<file path="config.mk">
export PLATFORM = sky130hd
export DESIGN_NAME = hamming16_arbiter
export DESIGN_NICKNAME = d
export VERILOG_FILES = /design/src/rtl/hamming16_arbiter.sv
export SDC_FILE = /design/constraint.sdc
export NUM_CORES = 1
export LEC_CHECK = 0
export CAP_MARGIN = 20
export CORE_ASPECT_RATIO = 0.6
export CORE_MARGIN = 2
export CORE_UTILIZATION = 37
export DETAILED_ROUTE_END_ITERATION = 16
export GPL_ROUTABILITY_DRIVEN = 0
export PLACE_DENSITY = 0.77
export SLEW_MARGIN = 20
export SYNTH_ARGS = -nofsm -noshare
export SYNTH_HDL_FRONTEND = slang
export SYNTH_SLANG_ARGS = --single-unit
</file>
<file path="constraint.sdc">
create_clock -name clk -period 4.31 [get_ports clk]
set_input_delay 0.862 -clock clk [delete_from_list [all_inputs] [get_ports clk]]
set_output_delay 0.862 -clock clk [all_outputs]
set_load 0.02 [all_outputs]
</file>
<file path="src/rtl/hamming16_arbiter.sv">
// hamming16_arbiter: round-robin arbiter sharing one 16-bit popcount datapath
// between N_REQ valid/ready requesters; one result register tagged with the
// requester index. Define HAMMING16_ARBITER_ACCUM_EN to add per-requester
// 21-bit running totals (acc_clr / out_total ports).
module hamming16_arbiter #(
  parameter int unsigned N_REQ = 4,
  parameter int unsigned ID_W  = $clog2(N_REQ)
) (
  input  logic                 clk,
  input  logic                 rst_n,
  input  logic [N_REQ-1:0]     req_valid,
  input  logic [16*N_REQ-1:0]  req_data,
  output logic [N_REQ-1:0]     req_ready,
  output logic                 out_valid,
  input  logic                 out_ready,
`ifdef HAMMING16_ARBITER_ACCUM_EN
  input  logic [N_REQ-1:0]     acc_clr,
  output logic [20:0]          out_total,
`endif
  output logic [4:0]           out_count,
  output logic [ID_W-1:0]      out_id,
  output logic [15:0]          out_data
);

  localparam logic [ID_W:0]   NReqW   = (ID_W+1)'(N_REQ);
  localparam logic [ID_W-1:0] LastIdx = ID_W'(N_REQ - 1);

  typedef enum logic {StEmpty, StFull} state_e;

  state_e          state_q;
  logic [ID_W-1:0] rr_ptr_q;

  logic [ID_W-1:0] win_idx;
  logic            win_found;
  logic [ID_W:0]   cand;
  logic            can_accept;
  logic            transfer;
  logic [15:0]     win_data;
  logic [4:0]      win_count;
  logic [ID_W-1:0] next_ptr;

  // Scan from rr_ptr upward, wrapping at N_REQ so unused indices never win.
  always_comb begin
    win_idx   = '0;
    win_found = 1'b0;
    cand      = '0;
    for (int unsigned k = 0; k < N_REQ; k++) begin
      cand = {1'b0, rr_ptr_q} + (ID_W+1)'(k);
      if (cand >= NReqW) cand = cand - NReqW;
      if (!win_found && req_valid[cand[ID_W-1:0]]) begin
        win_found = 1'b1;
        win_idx   = cand[ID_W-1:0];
      end
    end
  end

  // Drain and refill in the same cycle is allowed; nothing is granted in reset.
  assign can_accept = (state_q == StEmpty) || out_ready;
  assign transfer   = rst_n && can_accept && win_found;

  // One-hot grant; depends only on req_valid, out_ready and state.
  always_comb begin
    req_ready = '0;
    if (transfer) req_ready[win_idx] = 1'b1;
  end

  assign win_data = req_data[{win_idx, 4'd0} +: 16];

  // Shared popcount datapath.
  always_comb begin
    win_count = '0;
    for (int unsigned i = 0; i < 16; i++) begin
      win_count = win_count + {4'd0, win_data[i]};
    end
  end

  assign next_ptr  = (win_idx == LastIdx) ? '0 : win_idx + ID_W'(1);
  assign out_valid = (state_q == StFull);

`ifdef HAMMING16_ARBITER_ACCUM_EN
  logic [20:0] total_q [N_REQ];
  logic [20:0] total_new;

  // A clear coinciding with a transfer restarts the total from this word.
  assign total_new = (acc_clr[win_idx] ? 21'd0 : total_q[win_idx]) + {16'd0, win_count};

  // Per-requester running totals, wrapping modulo 2^21.
  always_ff @(posedge clk or negedge rst_n) begin
    if (!rst_n) begin
      for (int unsigned i = 0; i < N_REQ; i++) total_q[i] <= '0;
    end else begin
      for (int unsigned i = 0; i < N_REQ; i++) begin
        if (transfer && (win_idx == ID_W'(i))) begin
          total_q[i] <= total_new;
        end else if (acc_clr[i]) begin
          total_q[i] <= '0;
        end
      end
    end
  end
`endif

  // Output register FSM: load on transfer, empty on drain, otherwise hold.
  always_ff @(posedge clk or negedge rst_n) begin
    if (!rst_n) begin
      state_q   <= StEmpty;
      rr_ptr_q  <= '0;
      out_count <= '0;
      out_id    <= '0;
      out_data  <= '0;
`ifdef HAMMING16_ARBITER_ACCUM_EN
      out_total <= '0;
`endif
    end else begin
      if (transfer) begin
        state_q   <= StFull;
        out_count <= win_count;
        out_id    <= win_idx;
        out_data  <= win_data;
        rr_ptr_q  <= next_ptr;
`ifdef HAMMING16_ARBITER_ACCUM_EN
        out_total <= total_new;
`endif
      end else if ((state_q == StFull) && out_ready) begin
        state_q <= StEmpty;
      end
    end
  end

endmodule

</file>
==> datasheet_impl.txt <==
Physical implementation characteristics

Parameter                              Value

Synth
  Post-synth tally of flip-flops with integrated enable .................. 0
  Main logic family after synthesis .................. multiplexers
  Synth Area per Inst .................. around 11 um2
  Sequential cell area fraction in the yosys report .................. 0.321
  AND-OR/OR-AND Cells, Area Fraction .................. 0.0735
  Adder-Cell Fraction of Synth Area .................. 0.154
  Post-synthesis simple-gate area fraction .................. 0.0716
  Gate count after technology mapping .................. roughly 180
  Chip Area, Yosys .................. 0.00203 mm2
  Synthesis-stage register bit count .................. 26
  Asr flop ratio synth .................. 1.00
  Number of warnings printed during yosys synthesis .................. 0
  Share of cell area taken by muxes after synthesis .................. 0.303
  Prevailing post-synth register cell .................. dfrtp_1
  Yosys xor share .................. 0.00864
  Net Count, Synth .................. 271

Final timing
  Worst slew margin .................. 0.669
  Final period demand of the worst path .................. a little under 5000 ps
  Slew of the pin with the lowest slew margin .................. between 400 and 500 ps
  Number of endpoints failing setup at the final stage .................. 5
  Maximum clock frequency .................. between 200 and 250 MHz
  Final critical-path share of the clock period .................. 1.13
  Final number of max-transition violations .................. 0
  Final-layout worst hold slack .................. around 500 ps
  Final Hold Fails .................. 0
  Setup ws final .................. -544 ps
  Setup repair after global routing missed its margin .................. yes

Pwr
  Total power consumption of the routed design .................. 3360 uW
  Relative contribution of the clock network to total power .................. 0.049
  Switching part of the total power .................. 0.439
  Cell Pwr Density .................. just over 900 mW/mm2
  Worst-case vdd ir drop .................. 0.650 mV
  Switching power .................. roughly 1500 uW
  Sequential share of power .................. 0.125
  Top power group .................. combinational logic
  Power share of the combinational group .................. 0.827
  LEAKAGE .................. about 0.0016 uW

Drt
  Wire length on met1 .................. around 3200 um
  Uppermost routed layer .................. met4
  Drt total wl .................. 7040 um
  Via-per-instance ratio .................. roughly 5.0
  Sum of met2 wire segment lengths after detailed routing .................. 3330 um
  Final antenna-violating net count .................. 0
  Residual DRC count .................. 0
  First-pass iteration count of the detailed router .................. 4
  Violation count after the first detailed-route iteration .................. slightly below 80

Placement
  Number of input and output port buffers inserted .................. roughly 100
  HPWL after DPL .................. a little under 5000 um
  Post-placement setup slack .................. -1250 ps
  Placed inst area .................. ~0.0032 mm2
  Placed cell count .................. around 360

Cells and area
  Most frequent logic cells in the routed design .................. clkdlybuf4s50_1 (94), buf_4 (34), dfrtp_1 (26)
  Final core utilization .................. 0.712
  Register name with the most flops .................. out_data
  Final-stage net count .................. between 400 and 500
  Fraction of final layout cells sized beyond drive strength 1 .................. 0.320
  Leading registers by flop count .................. out_data x16, out_count x5
  Post-route standard cell area excluding fillers .................. 0.00369 mm2
  Max FFs per register .................. 16
  Layout Cells excl Fill .................. around 380
  Antenna diode instance count .................. 0
  Most common cell after layout, fill and taps aside .................. clkdlybuf4s50_1

Floorplanning
  Die Wd .................. around 100 um
  Number of cell rows .................. 20
  Die area .................. roughly 0.006 mm2
  Floorplan core density .................. 0.391
  Placeable core area .................. ~0.0052 mm2
  Count of boundary I/O pins .................. about 99
  Height of the die .................. a little over 60 um

Worst setup path
  FF-to-FF Start .................. rr_ptr_q[1]
  Kind of critical path .................. in2reg
  Reg-to-reg endpoint .................. out_count[3]
  Crit path buf inv count .................. 6
  Levels on crit path .................. 19
  Most prevalent standard cell on the critical path .................. fa_1
  Highest fanout seen on the critical path .................. 5
  R2R depth .................. 18
  Peak per-stage delay on the critical path .................. about 530 ps
  Critical path's slowest cell .................. fa_1
  R2r setup slk .................. -460 ps
  Critical path, cell by cell .................. buf_6, or3b_4, o221a_4, inv_8, buf_12, buf_6, mux2i_2, mux2i_2, fa_1, fa_2, fa_1, inv_2, fa_1, inv_1, ha_1, a21o_1, a21oi_2, xor2_1, o21ai_1
  Worst path arrival time .................. between 5000 and 6000 ps
  Category of the worst setup path capture point .................. flip-flop
  Launch point of the worst path .................. req_valid[1]
  Required time at the worst-slack endpoint .................. 4480 ps

Job
  Tally of OpenROAD warnings .................. 32
  Count of max-cap constraint violations .................. 0

Clock network
  Root buf cell .................. clkbuf_8
  CTS HTree Levels .................. 1
  Clock latency at the later pin of the worst-skew pair .................. roughly 280 ps
  Hold buffer count at cts .................. 0
  Clock tree from TritonCTS .................. done
  CTS-repair resized insts .................. 48
  Post-CTS Setup Bufs .................. 11
  Number of buffers created by CTS .................. 3
  Clock sink count .................. 26
  Bufs on Longest Clock Path .................. 2

Run status
  Failing checks .................. setup timing
  Status .................. finished, violations left

Global routing
  Vias in the first global route .................. approximately 1.9k
  Total congestion overflow .................. 0
  Global Route met1 Usage .................. 0.296
  Pin count of the biggest net entering global routing .................. 27
  Busiest layer in global routing .................. met2
  Met3 Resource Use GR .................. 0.0624
  Antenna violations before repair .................. 0

Worst hold path
  Worst hold stages .................. 1
  Startpoint of the tightest hold check path .................. out_id[0]
  Hold Crit Class .................. reg2reg
==> layout make-up <==
class / instances / area, um2
sequential: 26 / 651
timing repair buffer: 141 / 1380
inverter: 12 / 52.6
clock buffer: 4 / 55.1
tap: 66 / 82.6
fill: 344 / 1490
timing repair inverter: 1 / 11.3
multi-input combinational: 132 / 1450
==> synth_stat cells, drive strengths merged (2+ instances only) <==
cell type,n,share of area
mux2i,40,0.20
dfrtp,26,0.32
mux2,16,0.094
nand2,14,0.026
inv,12,0.025
fa,10,0.099
ha,9,0.056
o21ai,8,0.020
buf,7,0.036
nor2,5,0.0093
a21oi,4,0.0099
and2,4,0.012
clkbuf,4,0.0074
a211oi,3,0.011
a21o,3,0.011
nor3,3,0.0074
nand2b,2,0.0062
nor2b,2,0.0062
xor2,2,0.0086
Figure 1. Floorplan with the power grid.
(6 px per um) Pins as bars on the die edge.
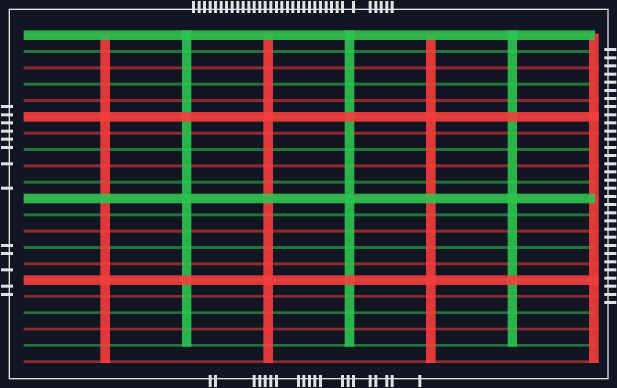
- VDD: green
- VSS: red
- met5 straps: 4
- signal pins: 99

Figure 2. Track usage over the die.
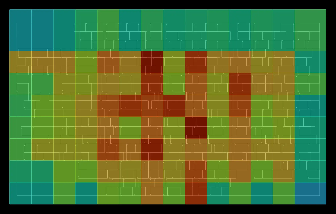
Total GRT Usage: 0.213
met2 Track Usage GR: 0.348

Figure 3. Metal layers overlaid.
(8 px per um) Two of the layers only.
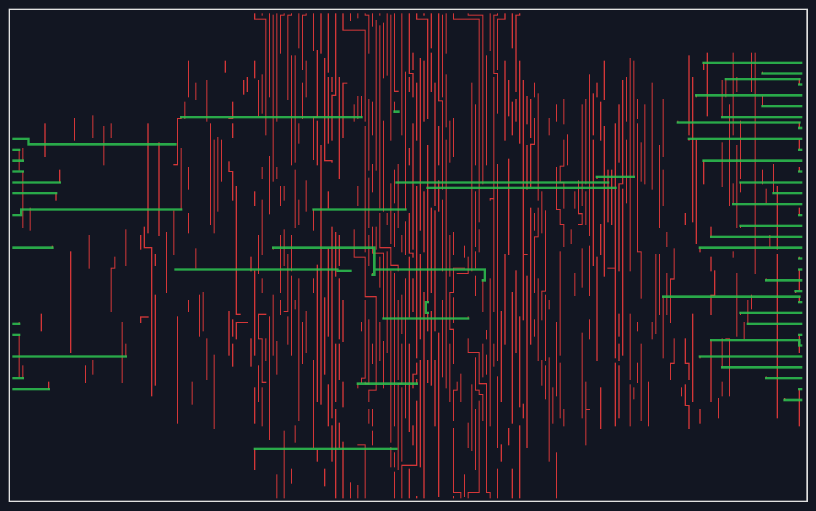
- M2: red (wire length 3,330 um)
- M3: green (wire length 488 um)
routed via count: 1,905
wire length per cell: 18.4 um

Figure 4. Clock distribution.
(8 px per um)
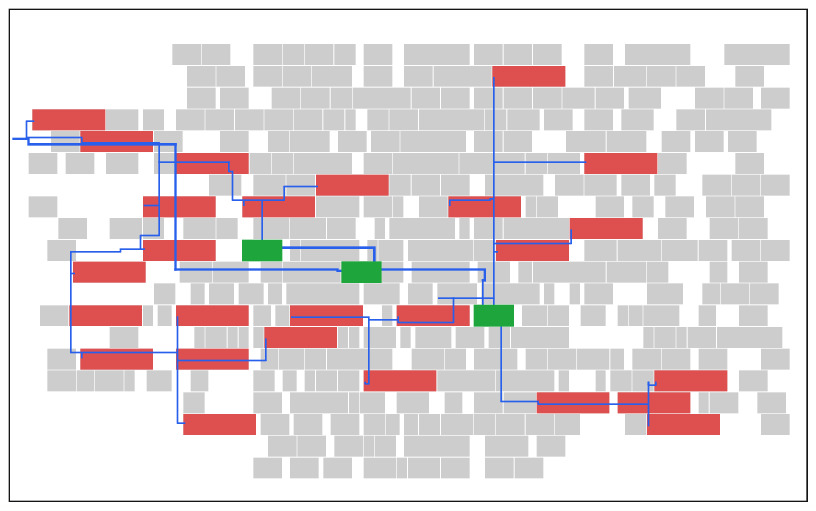
- clock wires: blue (length 375 um)
- flip-flops: red (count 26)
- clock-net drivers: green (count 3)
- routed clock nets: 4
worst setup skew after layout: 5.27 ps
power attributed to the clock group: 164 uW

No activity file was given, so power comes from the tool's default toggle rates.
